Fig. 1: cell outlines without signal wires
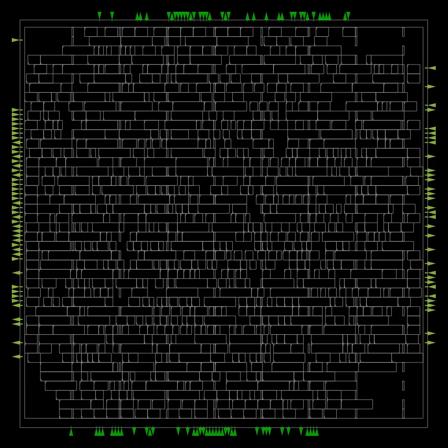
Fig. 2: M1 wires
(4 px per micron) Supply wires on this layer in grey.
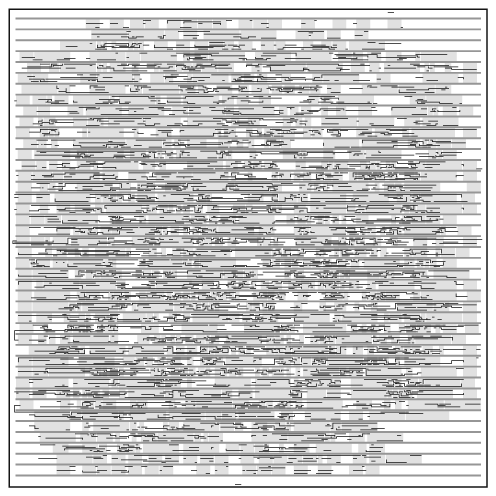
Fig. 3: cell area per tile
(3 px per micron) 12 x 12 tiles, from dark blue (low) to red (high), 0 to 100% covered.
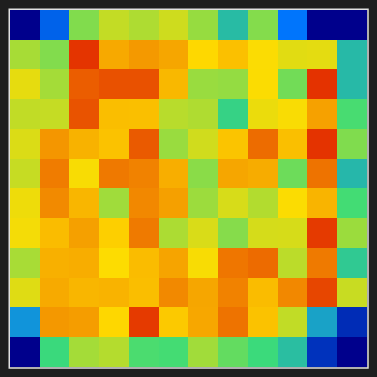
Fig. 4: I/O nets highlighted
(2 px per micron)
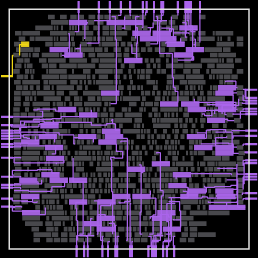
Fig. 5: cells coloured by class
(3 px per micron)
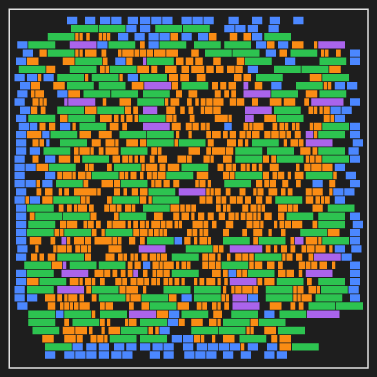
File: config.mk
export PLATFORM = sky130hd
export DESIGN_NAME = fp_round64_pipe_flat
export DESIGN_NICKNAME = d
export VERILOG_FILES = /design/src/rtl/fp_round64_if.sv /design/src/rtl/fp_round64_pipe.sv /design/src/flat_wrapper.sv
export SDC_FILE = /design/constraint.sdc
export NUM_CORES = 1
export LEC_CHECK = 0
export CAP_MARGIN = 20
export CORE_UTILIZATION = 56
export DETAILED_ROUTE_END_ITERATION = 8
export PLACE_DENSITY = 0.86
export RECOVER_POWER = 25
export SLEW_MARGIN = 10
export SYNTH_ARGS = -nofsm -noshare
export SYNTH_HDL_FRONTEND = slang
export SYNTH_SLANG_ARGS = --single-unit
File: constraint.sdc
create_clock -name clk -period 8.2 [get_ports clk]
set_input_delay 2.46 -clock clk [delete_from_list [all_inputs] [get_ports clk]]
set_output_delay 2.46 -clock clk [all_outputs]
set_load 0.02 [all_outputs]
File: src/rtl/fp_round64_if.sv
// Handshake and data bundle between the normalizer, the rounder and the downstream consumer.
// The slave modport is the rounder's view; the master modport is the view of whoever drives it.
interface fp_round64_if #(
  parameter int unsigned TAGW = 4
) ();
  logic            valid_i;
  logic            ready_o;
  logic [2:0]      rm_i;
  logic            sign_i;
  logic [10:0]     exp_i;
  logic [54:0]     sig_i;
  logic            under_i;
  logic            inexact_i;
  logic [TAGW-1:0] tag_i;
  logic            valid_o;
  logic            ready_i;
  logic [63:0]     o;
  logic [TAGW-1:0] tag_o;
  logic            inexact_o;
  logic            overflow_o;
  logic            underflow_o;

  modport slave (
    input  valid_i, rm_i, sign_i, exp_i, sig_i, under_i, inexact_i, tag_i, ready_i,
    output ready_o, valid_o, o, tag_o, inexact_o, overflow_o, underflow_o
  );

  modport master (
    output valid_i, rm_i, sign_i, exp_i, sig_i, under_i, inexact_i, tag_i, ready_i,
    input  ready_o, valid_o, o, tag_o, inexact_o, overflow_o, underflow_o
  );
endinterface

File: src/rtl/fp_round64_pipe.sv
// Two-stage binary64 rounder: stage 1 registers the operand and decides the increment,
// stage 2 adds it into {exp, fraction}, packs the result and derives the exception flags.
module fp_round64_pipe #(
  parameter int unsigned TAGW      = 4,
  parameter bit          QUIET_NAN = 1'b1
) (
  input logic          clk,
  input logic          rst,
  fp_round64_if.slave  bus
);

  localparam logic [10:0] ExpMax = 11'h7FF;
  localparam logic [2:0]  RmRtz  = 3'd1;
  localparam logic [2:0]  RmRdn  = 3'd2;
  localparam logic [2:0]  RmRup  = 3'd3;
  localparam logic [2:0]  RmRmm  = 3'd4;

  logic en1, en2;
  logic v1_q, v2_q;

  assign en2         = !v2_q | bus.ready_i;
  assign en1         = !v1_q | en2;
  assign bus.ready_o = en1;

  // Stage 1: rounding decision
  logic lsb, g, s, inc_d, special_d, zero_d;

  always_comb begin
    lsb       = bus.sig_i[2];
    g         = bus.sig_i[1];
    s         = bus.sig_i[0];
    special_d = (bus.exp_i == ExpMax);
    zero_d    = (bus.exp_i == 11'd0) && (bus.sig_i == 55'd0);
    inc_d     = 1'b0;
    case (bus.rm_i)
      RmRtz:   inc_d = 1'b0;
      RmRdn:   inc_d = bus.sign_i & (g | s);
      RmRup:   inc_d = !bus.sign_i & (g | s);
      RmRmm:   inc_d = g;
      default: inc_d = g & (s | lsb);
    endcase
    if (special_d) inc_d = 1'b0;
  end

  logic            sign_q, inc_q, gs_q, under_q, inx_q, special_q, zero_q;
  logic [10:0]     exp_q;
  logic [51:0]     frac_q;
  logic [TAGW-1:0] tag1_q;

  always_ff @(posedge clk or posedge rst) begin
    if (rst) begin
      v1_q      <= 1'b0;
      sign_q    <= 1'b0;
      exp_q     <= '0;
      frac_q    <= '0;
      inc_q     <= 1'b0;
      gs_q      <= 1'b0;
      under_q   <= 1'b0;
      inx_q     <= 1'b0;
      special_q <= 1'b0;
      zero_q    <= 1'b0;
      tag1_q    <= '0;
    end else if (en1) begin
      v1_q      <= bus.valid_i;
      sign_q    <= bus.sign_i;
      exp_q     <= bus.exp_i;
      frac_q    <= bus.sig_i[53:2];
      inc_q     <= inc_d;
      gs_q      <= bus.sig_i[1] | bus.sig_i[0];
      under_q   <= bus.under_i;
      inx_q     <= bus.inexact_i;
      special_q <= special_d;
      zero_q    <= zero_d;
      tag1_q    <= bus.tag_i;
    end
  end

  // Stage 2: a fraction carry ripples into the exponent, which also promotes denormals
  logic [62:0] sum;
  logic [51:0] nan_frac;
  logic [63:0] o_d;
  logic        inx_d, ovf_d, unf_d;

  assign sum = {exp_q, frac_q} + 63'(inc_q);

  always_comb begin
    o_d      = {sign_q, sum};
    inx_d    = gs_q | inx_q;
    ovf_d    = 1'b0;
    nan_frac = frac_q;
    if (special_q) begin
      if (QUIET_NAN && (frac_q != 52'd0)) nan_frac[51] = 1'b1;
      o_d   = {sign_q, ExpMax, nan_frac};
      inx_d = 1'b0;
    end else if (zero_q) begin
      o_d   = {sign_q, 63'd0};
      inx_d = 1'b0;
    end else if (sum[62:52] == ExpMax) begin
      o_d   = {sign_q, ExpMax, 52'd0};
      ovf_d = 1'b1;
      inx_d = 1'b1;
    end
    unf_d = under_q & inx_d;
  end

  logic [63:0]     o_q;
  logic [TAGW-1:0] tag2_q;
  logic            inx2_q, ovf2_q, unf2_q;

  always_ff @(posedge clk or posedge rst) begin
    if (rst) begin
      v2_q   <= 1'b0;
      o_q    <= '0;
      tag2_q <= '0;
      inx2_q <= 1'b0;
      ovf2_q <= 1'b0;
      unf2_q <= 1'b0;
    end else if (en2) begin
      v2_q   <= v1_q;
      o_q    <= o_d;
      tag2_q <= tag1_q;
      inx2_q <= inx_d;
      ovf2_q <= ovf_d;
      unf2_q <= unf_d;
    end
  end

  assign bus.valid_o     = v2_q;
  assign bus.o           = o_q;
  assign bus.tag_o       = tag2_q;
  assign bus.inexact_o   = inx2_q;
  assign bus.overflow_o  = ovf2_q;
  assign bus.underflow_o = unf2_q;

endmodule

File: src/flat_wrapper.sv
// flat-port wrapper written by rule: the top's interface ports become plain ports
module fp_round64_pipe_flat 
#(
  parameter int unsigned TAGW      = 4,
  parameter bit          QUIET_NAN = 1'b1
)
  (clk, rst, bus_valid_i, bus_rm_i, bus_sign_i, bus_exp_i, bus_sig_i, bus_under_i, bus_inexact_i, bus_tag_i, bus_ready_i, bus_ready_o, bus_valid_o, bus_o, bus_tag_o, bus_inexact_o, bus_overflow_o, bus_underflow_o);
  fp_round64_if #(.TAGW(TAGW)) bus_i ();
  input logic clk;
  input logic rst;
  input wire logic [$bits(bus_i.valid_i)-1:0] bus_valid_i;
  input wire logic [$bits(bus_i.rm_i)-1:0] bus_rm_i;
  input wire logic [$bits(bus_i.sign_i)-1:0] bus_sign_i;
  input wire logic [$bits(bus_i.exp_i)-1:0] bus_exp_i;
  input wire logic [$bits(bus_i.sig_i)-1:0] bus_sig_i;
  input wire logic [$bits(bus_i.under_i)-1:0] bus_under_i;
  input wire logic [$bits(bus_i.inexact_i)-1:0] bus_inexact_i;
  input wire logic [$bits(bus_i.tag_i)-1:0] bus_tag_i;
  input wire logic [$bits(bus_i.ready_i)-1:0] bus_ready_i;
  output wire logic [$bits(bus_i.ready_o)-1:0] bus_ready_o;
  output wire logic [$bits(bus_i.valid_o)-1:0] bus_valid_o;
  output wire logic [$bits(bus_i.o)-1:0] bus_o;
  output wire logic [$bits(bus_i.tag_o)-1:0] bus_tag_o;
  output wire logic [$bits(bus_i.inexact_o)-1:0] bus_inexact_o;
  output wire logic [$bits(bus_i.overflow_o)-1:0] bus_overflow_o;
  output wire logic [$bits(bus_i.underflow_o)-1:0] bus_underflow_o;
  assign bus_i.valid_i = bus_valid_i;
  assign bus_i.rm_i = bus_rm_i;
  assign bus_i.sign_i = bus_sign_i;
  assign bus_i.exp_i = bus_exp_i;
  assign bus_i.sig_i = bus_sig_i;
  assign bus_i.under_i = bus_under_i;
  assign bus_i.inexact_i = bus_inexact_i;
  assign bus_i.tag_i = bus_tag_i;
  assign bus_i.ready_i = bus_ready_i;
  assign bus_ready_o = bus_i.ready_o;
  assign bus_valid_o = bus_i.valid_o;
  assign bus_o = bus_i.o;
  assign bus_tag_o = bus_i.tag_o;
  assign bus_inexact_o = bus_i.inexact_o;
  assign bus_overflow_o = bus_i.overflow_o;
  assign bus_underflow_o = bus_i.underflow_o;
  fp_round64_pipe #(.TAGW(TAGW), .QUIET_NAN(QUIET_NAN)) u_core (.clk(clk), .rst(rst), .bus(bus_i));
endmodule
==> impl_metrics.tcl <==
# yosys + openroad results
set metrics [dict create \
    synth_async_sr_flop_share 1.00 \
    rsz0062_at_grt "no" \
    top_cells_by_area "dfrtp_1 (48%), mux2_2 (7.0%), nand2_1 (4.8%)" \
    dp_cells 1094 \
    clkCellAreaFrac 0.0602 \
    finish.instance_area_sq_um 9860 \
    reg2reg_to "u_core.bus.o[14]" \
    dieArea_sq_um 14200 \
    grtUsageMet1 0.457 \
    cp.arrival_ps 7060 \
    layout_top_cell "clkdlybuf4s50_1" \
    grt_use_met3 0.0910 \
    synth-warning-count 0 \
    simple_gate_area_frac 0.232 \
    cts_root_buffer "clkbuf_16" \
    pg_comb_mw 0.444 \
    setup_viol 0 \
    grt_max_degree 98 \
    power_density_nw_per_um2 218 \
    num_io_pins 153 \
    combAreaFraction 0.374 \
    top_usage_layer "met2" \
    intPower_mw 1.52 \
    met1_length_microns 9130 \
    max_cap_viol_count 2 \
    tap_cells 176 \
    ys_sh_adder 0.00326 \
    grt_pass1_vias 7035 \
    p_seq_mw 0.915 \
    drc 0 \
    clockPowerShare 0.367 \
    setup_slack_ps 1510 \
    warnings 26 \
    critPathTopFamily "buffers and inverters" \
    signal_buffers 160 \
    nNonClkInverters 28 \
    post_cts_resized 0 \
    wl_microns 23500 \
    finalNonFillerCells 1125 \
    combGateArea_sq_um 3690 \
    cts_buffers 17 \
    finalClockPeriodUsage 0.816 \
    top_cell "dfrtp_1" \
    hold_viol 0 \
    r2r-start "u_core.bus.valid_o" \
    rrSetupSlack_ps 3760 \
    crit_chain "dlygate4sd3_1 > nand2b_1 > clkbuf_1 > nand2_1 > a21oi_2 > buf_4 > a32oi_1 > a21bo_1" \
    sh_seq_area 0.373 \
    track_usage 0.349 \
    top_area_frac 0.479 \
    num-fill-cells 969 \
    ys.flops 147 \
    dp_hpwl_microns 16200 \
    seqCellArea_sq_um 3680 \
    lay_top_cells "clkdlybuf4s50_1 (149), dfrtp_1 (147), nand2_1 (98)" \
    maxPowerGroup "registers" \
    wl_per_cell_microns 20.9 \
    row_count 42 \
    utilization 0.742 \
    power_leakage_nw 3.89 \
    top_layer "met4" \
    powerClk_mw 0.789 \
    peakVddDrop_mv 0.139 \
    holdWs_ps 457 \
    hold_path_end "u_core.bus.valid_o" \
    violations "capacitance limit, slew limit" \
    antenna_found_initial 0 \
    diodes 0 \
    ant_nets 0 \
    yosysSeqAreaShare 0.479 \
    cts_buffer_depth 2 \
    crit_path_start "bus_ready_i" \
    xor_share 0.0137 \
    synthTopCellsByCount "dfrtp_1 (147), nand2_1 (98), mux2_2 (48)" \
    dpl_cell_area_sq_um 9280 \
    synth.avg_cell_area_sq_um 9.49 \
    num-nets-final 1019 \
    worstPathMaxFanout 45 \
    drv_slew 135 \
    hp-start "u_core.v1_q" \
    crit_buf_inv 3 \
    outcome "finished, violations left" \
]
Notes on Fig. 1 above:
Core Area: 13300 sq um
flop count: 147

Notes on Fig. 2 above:
The longest straight run is 56.6 microns. The wires run mostly horizontal.

Notes on Fig. 3 above:
45% of the tiles are over 75% full. The fullest tile reaches 94%. 3.5% of the tiles are nearly empty. The mean over all tiles is 68%.

Notes on Fig. 4 above:
Key: yellow = `bus_under_i` [bits 1, direction input, end cells 1, buffers 1, wire 21.0 microns]; purple = `bus_o` [bits 64, direction output, end cells 64, buffers 64, wire 2070 microns]

Notes on Fig. 5 above:
Key: blue = other buffers and delay cells [cells 160]; purple = clock drivers and dummy loads [cells 31]; orange = all other logic [cells 611]; green = flip-flops [cells 147]

